==> src/rtl/sprite_rom_arbiter.sv <==
// sprite_rom_arbiter: shares one registered sprite ROM between the
// fixed-latency VGA fetch path and a req/ack game-logic port.
module sprite_rom_arbiter #(
  parameter int ADDR_W   = 15,
  parameter int DATA_W   = 12,
  parameter int DEPTH    = 19200,
  parameter int MAX_WAIT = 1024,
  parameter int WAIT_W   = 11
) (
  input  logic              iVGA_CLK,
  input  logic              iRST,
  input  logic              iDISP_REQ,
  input  logic [ADDR_W-1:0] iDISP_ADDR,
  output logic [DATA_W-1:0] oDISP_DATA,
  output logic              oDISP_VALID,
  output logic              oDISP_MISS,
  input  logic              iCPU_REQ,
  input  logic [ADDR_W-1:0] iCPU_ADDR,
  output logic              oCPU_ACK,
  output logic [DATA_W-1:0] oCPU_DATA,
  output logic [ADDR_W-1:0] oROM_ADDR,
  input  logic [DATA_W-1:0] iROM_DATA
);

  typedef enum logic [1:0] {
    S_IDLE,
    S_WAIT,
    S_FLIGHT,
    S_ACK
  } cpu_st_e;

  typedef struct packed {
    logic disp;
    logic cpu;
    logic miss;
    logic oor;
  } tag_t;

  localparam logic [31:0]       DEPTH_U  = 32'(DEPTH);
  localparam logic [WAIT_W-1:0] MAX_C    = WAIT_W'(MAX_WAIT);
  localparam logic [WAIT_W-1:0] ONE_C    = WAIT_W'(1);
  localparam bit                FORCE_EN = (MAX_WAIT != 0);

  cpu_st_e           state_q, state_d;
  logic              flight_q, flight_d;
  logic [WAIT_W-1:0] wait_q, wait_d;

  logic              force_c;
  logic              grant_disp;
  logic              grant_cpu;
  logic              drop_disp;

  logic [ADDR_W-1:0] sel_addr;
  logic              sel_oor;
  logic [ADDR_W-1:0] rom_addr_q, rom_addr_d;
  tag_t              tag1_q, tag1_d;
  tag_t              tag2_q;
  logic [DATA_W-1:0] rd_data;

  logic [DATA_W-1:0] disp_data_q;
  logic              disp_valid_q;
  logic              disp_miss_q;
  logic              cpu_ack_q;
  logic [DATA_W-1:0] cpu_data_q;

  // Game-port FSM: state register
  always_ff @(posedge iVGA_CLK or posedge iRST) begin
    if (iRST) begin
      state_q  <= S_IDLE;
      flight_q <= 1'b0;
      wait_q   <= '0;
    end else begin
      state_q  <= state_d;
      flight_q <= flight_d;
      wait_q   <= wait_d;
    end
  end

  // Game-port FSM: next state
  always_comb begin
    state_d  = state_q;
    flight_d = flight_q;
    wait_d   = wait_q;
    unique case (state_q)
      S_IDLE: begin
        wait_d   = '0;
        flight_d = 1'b0;
        if (iCPU_REQ) state_d = S_WAIT;
      end
      S_WAIT: begin
        if (grant_cpu) begin
          state_d  = S_FLIGHT;
          flight_d = 1'b0;
          wait_d   = '0;
        end else if (wait_q != MAX_C) begin
          wait_d = wait_q + ONE_C;
        end
      end
      S_FLIGHT: begin
        wait_d   = '0;
        flight_d = ~flight_q;
        if (flight_q) state_d = S_ACK;
      end
      S_ACK: begin
        flight_d = 1'b0;
        state_d  = S_IDLE;
      end
      default: state_d = S_IDLE;
    endcase
  end

  // Game-port FSM: slot ownership outputs
  always_comb begin
    force_c    = 1'b0;
    grant_disp = 1'b0;
    grant_cpu  = 1'b0;
    drop_disp  = 1'b0;
    if (FORCE_EN && state_q == S_WAIT && wait_q == MAX_C)
      force_c = 1'b1;
    grant_disp = iDISP_REQ & ~force_c;
    grant_cpu  = (state_q == S_WAIT) & ~grant_disp;
    drop_disp  = iDISP_REQ & force_c;
  end

  // Out-of-range reads park the ROM at 0 and return zero data
  always_comb begin
    sel_addr   = grant_disp ? iDISP_ADDR : iCPU_ADDR;
    sel_oor    = 32'(sel_addr) >= DEPTH_U;
    rom_addr_d = rom_addr_q;
    tag1_d      = '0;
    tag1_d.disp = grant_disp;
    tag1_d.cpu  = grant_cpu;
    tag1_d.miss = drop_disp;
    if (grant_disp || grant_cpu) begin
      tag1_d.oor = sel_oor;
      rom_addr_d = sel_oor ? '0 : sel_addr;
    end
  end

  assign rd_data = tag2_q.oor ? '0 : iROM_DATA;

  always_ff @(posedge iVGA_CLK or posedge iRST) begin
    if (iRST) begin
      rom_addr_q   <= '0;
      tag1_q       <= '0;
      tag2_q       <= '0;
      disp_data_q  <= '0;
      disp_valid_q <= 1'b0;
      disp_miss_q  <= 1'b0;
      cpu_ack_q    <= 1'b0;
      cpu_data_q   <= '0;
    end else begin
      rom_addr_q   <= rom_addr_d;
      tag1_q       <= tag1_d;
      tag2_q       <= tag1_q;
      disp_valid_q <= tag2_q.disp;
      disp_miss_q  <= tag2_q.miss;
      cpu_ack_q    <= tag2_q.cpu;
      if (tag2_q.disp) disp_data_q <= rd_data;
      if (tag2_q.cpu)  cpu_data_q  <= rd_data;
    end
  end

  assign oROM_ADDR   = rom_addr_q;
  assign oDISP_DATA  = disp_data_q;
  assign oDISP_VALID = disp_valid_q;
  assign oDISP_MISS  = disp_miss_q;
  assign oCPU_ACK    = cpu_ack_q;
  assign oCPU_DATA   = cpu_data_q;

endmodule
==> config.mk <==
export PLATFORM = sky130hd
export DESIGN_NAME = sprite_rom_arbiter
export DESIGN_NICKNAME = d
export VERILOG_FILES = /design/src/rtl/sprite_rom_arbiter.sv
export SDC_FILE = /design/constraint.sdc
export NUM_CORES = 1
export LEC_CHECK = 0
export ABC_AREA = 0
export CORE_ASPECT_RATIO = 1.4
export CORE_MARGIN = 3
export CORE_UTILIZATION = 49
export CTS_BUF_LIST = sky130_fd_sc_hd__clkbuf_4 sky130_fd_sc_hd__clkbuf_8
export DETAILED_ROUTE_END_ITERATION = 12
export PLACE_DENSITY = 0.88
export SYNTH_ARGS = -nofsm -noshare
export SYNTH_HDL_FRONTEND = slang
export SYNTH_SLANG_ARGS = --single-unit
==> constraint.sdc <==
create_clock -name iVGA_CLK -period 2.2 [get_ports iVGA_CLK]
set_input_delay 0.22 -clock iVGA_CLK [delete_from_list [all_inputs] [get_ports iVGA_CLK]]
set_output_delay 0.22 -clock iVGA_CLK [all_outputs]
set_load 0.02 [all_outputs]
### A small window of the routed layout

Bar = 10 um. Window x 16 to 56, y 10 to 50 um. Cells in gray, sequential cells in the stronger gray; small squares are vias.
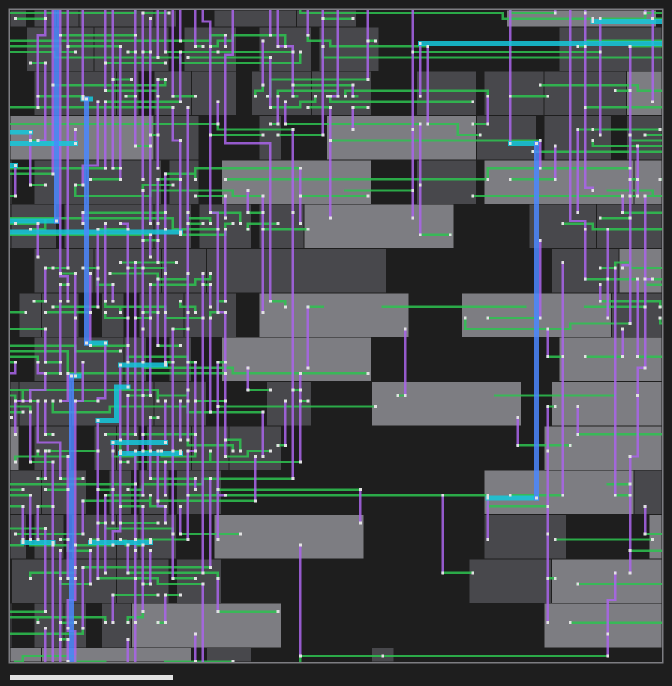
| layer | color |
|---|---|
| met3 | cyan |
| met2 | purple |
| met1 | green |
| met4 | blue |
cells with their middle in the window: 89
sequential cells in the window: 17
most frequent: dfrtp_1 (17), nand2_1 (8), clkbuf_8 (6)
netlist names of flops here include: `oCPU_DATA` (4), `wait_q` (4), `oDISP_DATA` (3)

### Met1 routing

Bar = 20 um. Supply wires on this layer in gray.
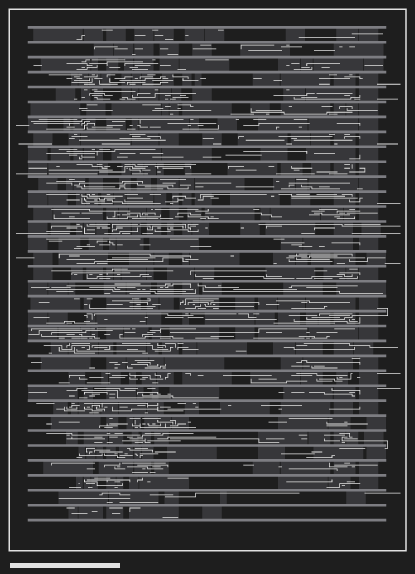
main direction: horizontal
wire length on this layer: 3030 um
Vias: 2494
drt total wl: 7.28 mm
global routing usage on met1: 28.9%

==> qor.yml <==
global_route:
  use_met3_pct: 4.94
  grt_max_degree: 30
  first_global_vias: 2463
  grt_use_met2_pct: 34.2
logic_synthesis:
  synthesis.area_um2: 2990
  top_logic_kind: "simple AND/OR/NAND/NOR gates"
  mux_share_pct: 10.2
  ys_sh_aoi_pct: 10.1
  numSynthFlops: 64
  top_cell: "dfrtp_1"
  edf_count: 0
  async_flop_share_pct: 100
  ys_types: 44
  yosysTopAreaCell: "dfrtp_1"
  postSynthAreaPerCell_um2: 11.3
  synth_top_flop_cell: "dfrtp_1"
  topCellsByArea: "dfrtp_1, mux2_2, nand3_1"
  yosys_warnings: 0
  simple_gate_share_pct: 19.5
cts:
  postCtsHoldBufs: 0
  cts_buffer_depth: 2
  htreeDepth: 3
  postCtsResizedCells: 0
  cts_made_buffers: 9
  cts_tree: "yes"
  path_clk_slew_ns: 0.07
place:
  place_inst: 415
  hpwlAfterDp_mm: 5.24
  place_congestion: 0.861
pwr:
  peakVddDrop_mv: 0.685
  p_leak_nw: 1.83
  p_total_mw: 4.17
  power_density_nw_per_um2: 1000
critical_path:
  cp-end-kind: "flop"
  start_kind: "flop"
  cp_slowest_stage_delay_ns: 0.41
  critPathMaxFanout: 5
  worst-setup-path-type: "flop to flop"
  worstPathRequired_ns: 2.41
  rrSetupSlack_ns: 0.17
final_layout:
  comb_area_um2: 1280
  layout.nets: 408
  comb_cells: 176
  area_dominant_class: "registers"
  drive_gt1_share_pct: 17.2
  buffer_area_share_pct: 22.8
  lay_top_cells: "clkdlybuf4s50_1, dfrtp_1, mux2_2"
  filler_cell_count: 424
  nNonClkInverters: 9
  lay_top_count: "clkdlybuf4s50_1"
routing:
  drtAntennaViolNets: 0
  drtIter0Drc: 154
  route.met3.wl_um: 516
  dr.pass1.iters: 4
  met1Wirelength_mm: 3.03
  vias_per_cell: 5.79
  drcViolationCount: 0
sta:
  rsz0062_at_grt: "no"
  fin_crit_ns: 2.03
  worst_pin_slew_ns: 0.611
  maxSlewHeadroom_pct: 59.2
  finalClockPeriodUsage_pct: 92.5
  maxSlewViolCount: 0
die:
  pin_count: 88
  nWellTaps: 70
  die.size.y_um: 98.4
  fp-utilization_pct: 50.9
  core-area_um2: 5860
run:
  warnings: 30
outcome:
  status: "completed"
### Cell sizes after repair

Bar = 20 um.
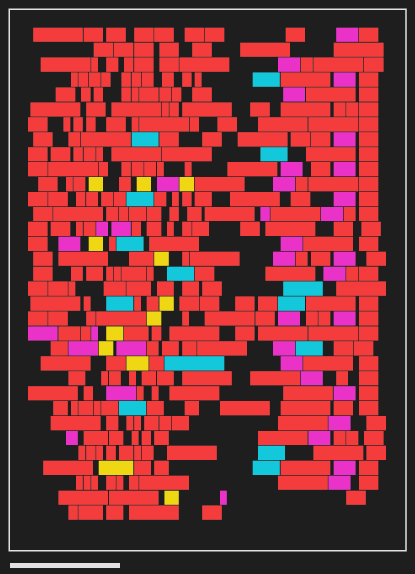
| size | color | cells | most used |
|---|---|---|---|
| drive 1 or less | red | 299 | clkdlybuf4s50_1 |
| drive 3 to 4 | yellow | 12 | buf_4 |
| drive 6 and up | cyan | 14 | clkbuf_8 |
| drive 2 | magenta | 36 | mux2_2 |
post-route setup slack: 0.165 ns
Area growth syn-to-layout: 39.6%
fin area: 4170 um2
Non-Clock Buffer Count: 96

## power breakdown
group | switching (mW) | total (mW) | internal [mW]
Combinational | 0.778 | 1.50 | 0.720
Clock | 0.456 | 1.07 | 0.616
Sequential | 0.183 | 1.60 | 1.42
## sequential cells by signal, summed over array words and instances, names as in the netlist
register,count
oDISP_VALID,1
wait_q,11
flight_q,1
oCPU_DATA,12
oDISP_MISS,1
oDISP_DATA,12
state_q,2
oCPU_ACK,1
tag2_q,4
tag1_q,4
oROM_ADDR,15
## through the flow
step	util [%]	hold slack, ns	instance area, um2	worst slack, ns
4_1_cts	71.1	0.284	4170	0.208
5_1_grt	71.1	0.324	4170	0.0321
2_1_floorplan	-	0.331	2990	0.175
3_3_place_gp	67.4	0.334	3950	0.334
6_report	71.1	0.272	4170	0.165
3_5_place_dp	67.4	0.341	3950	0.276
Power is estimated from default activity; no workload was simulated.
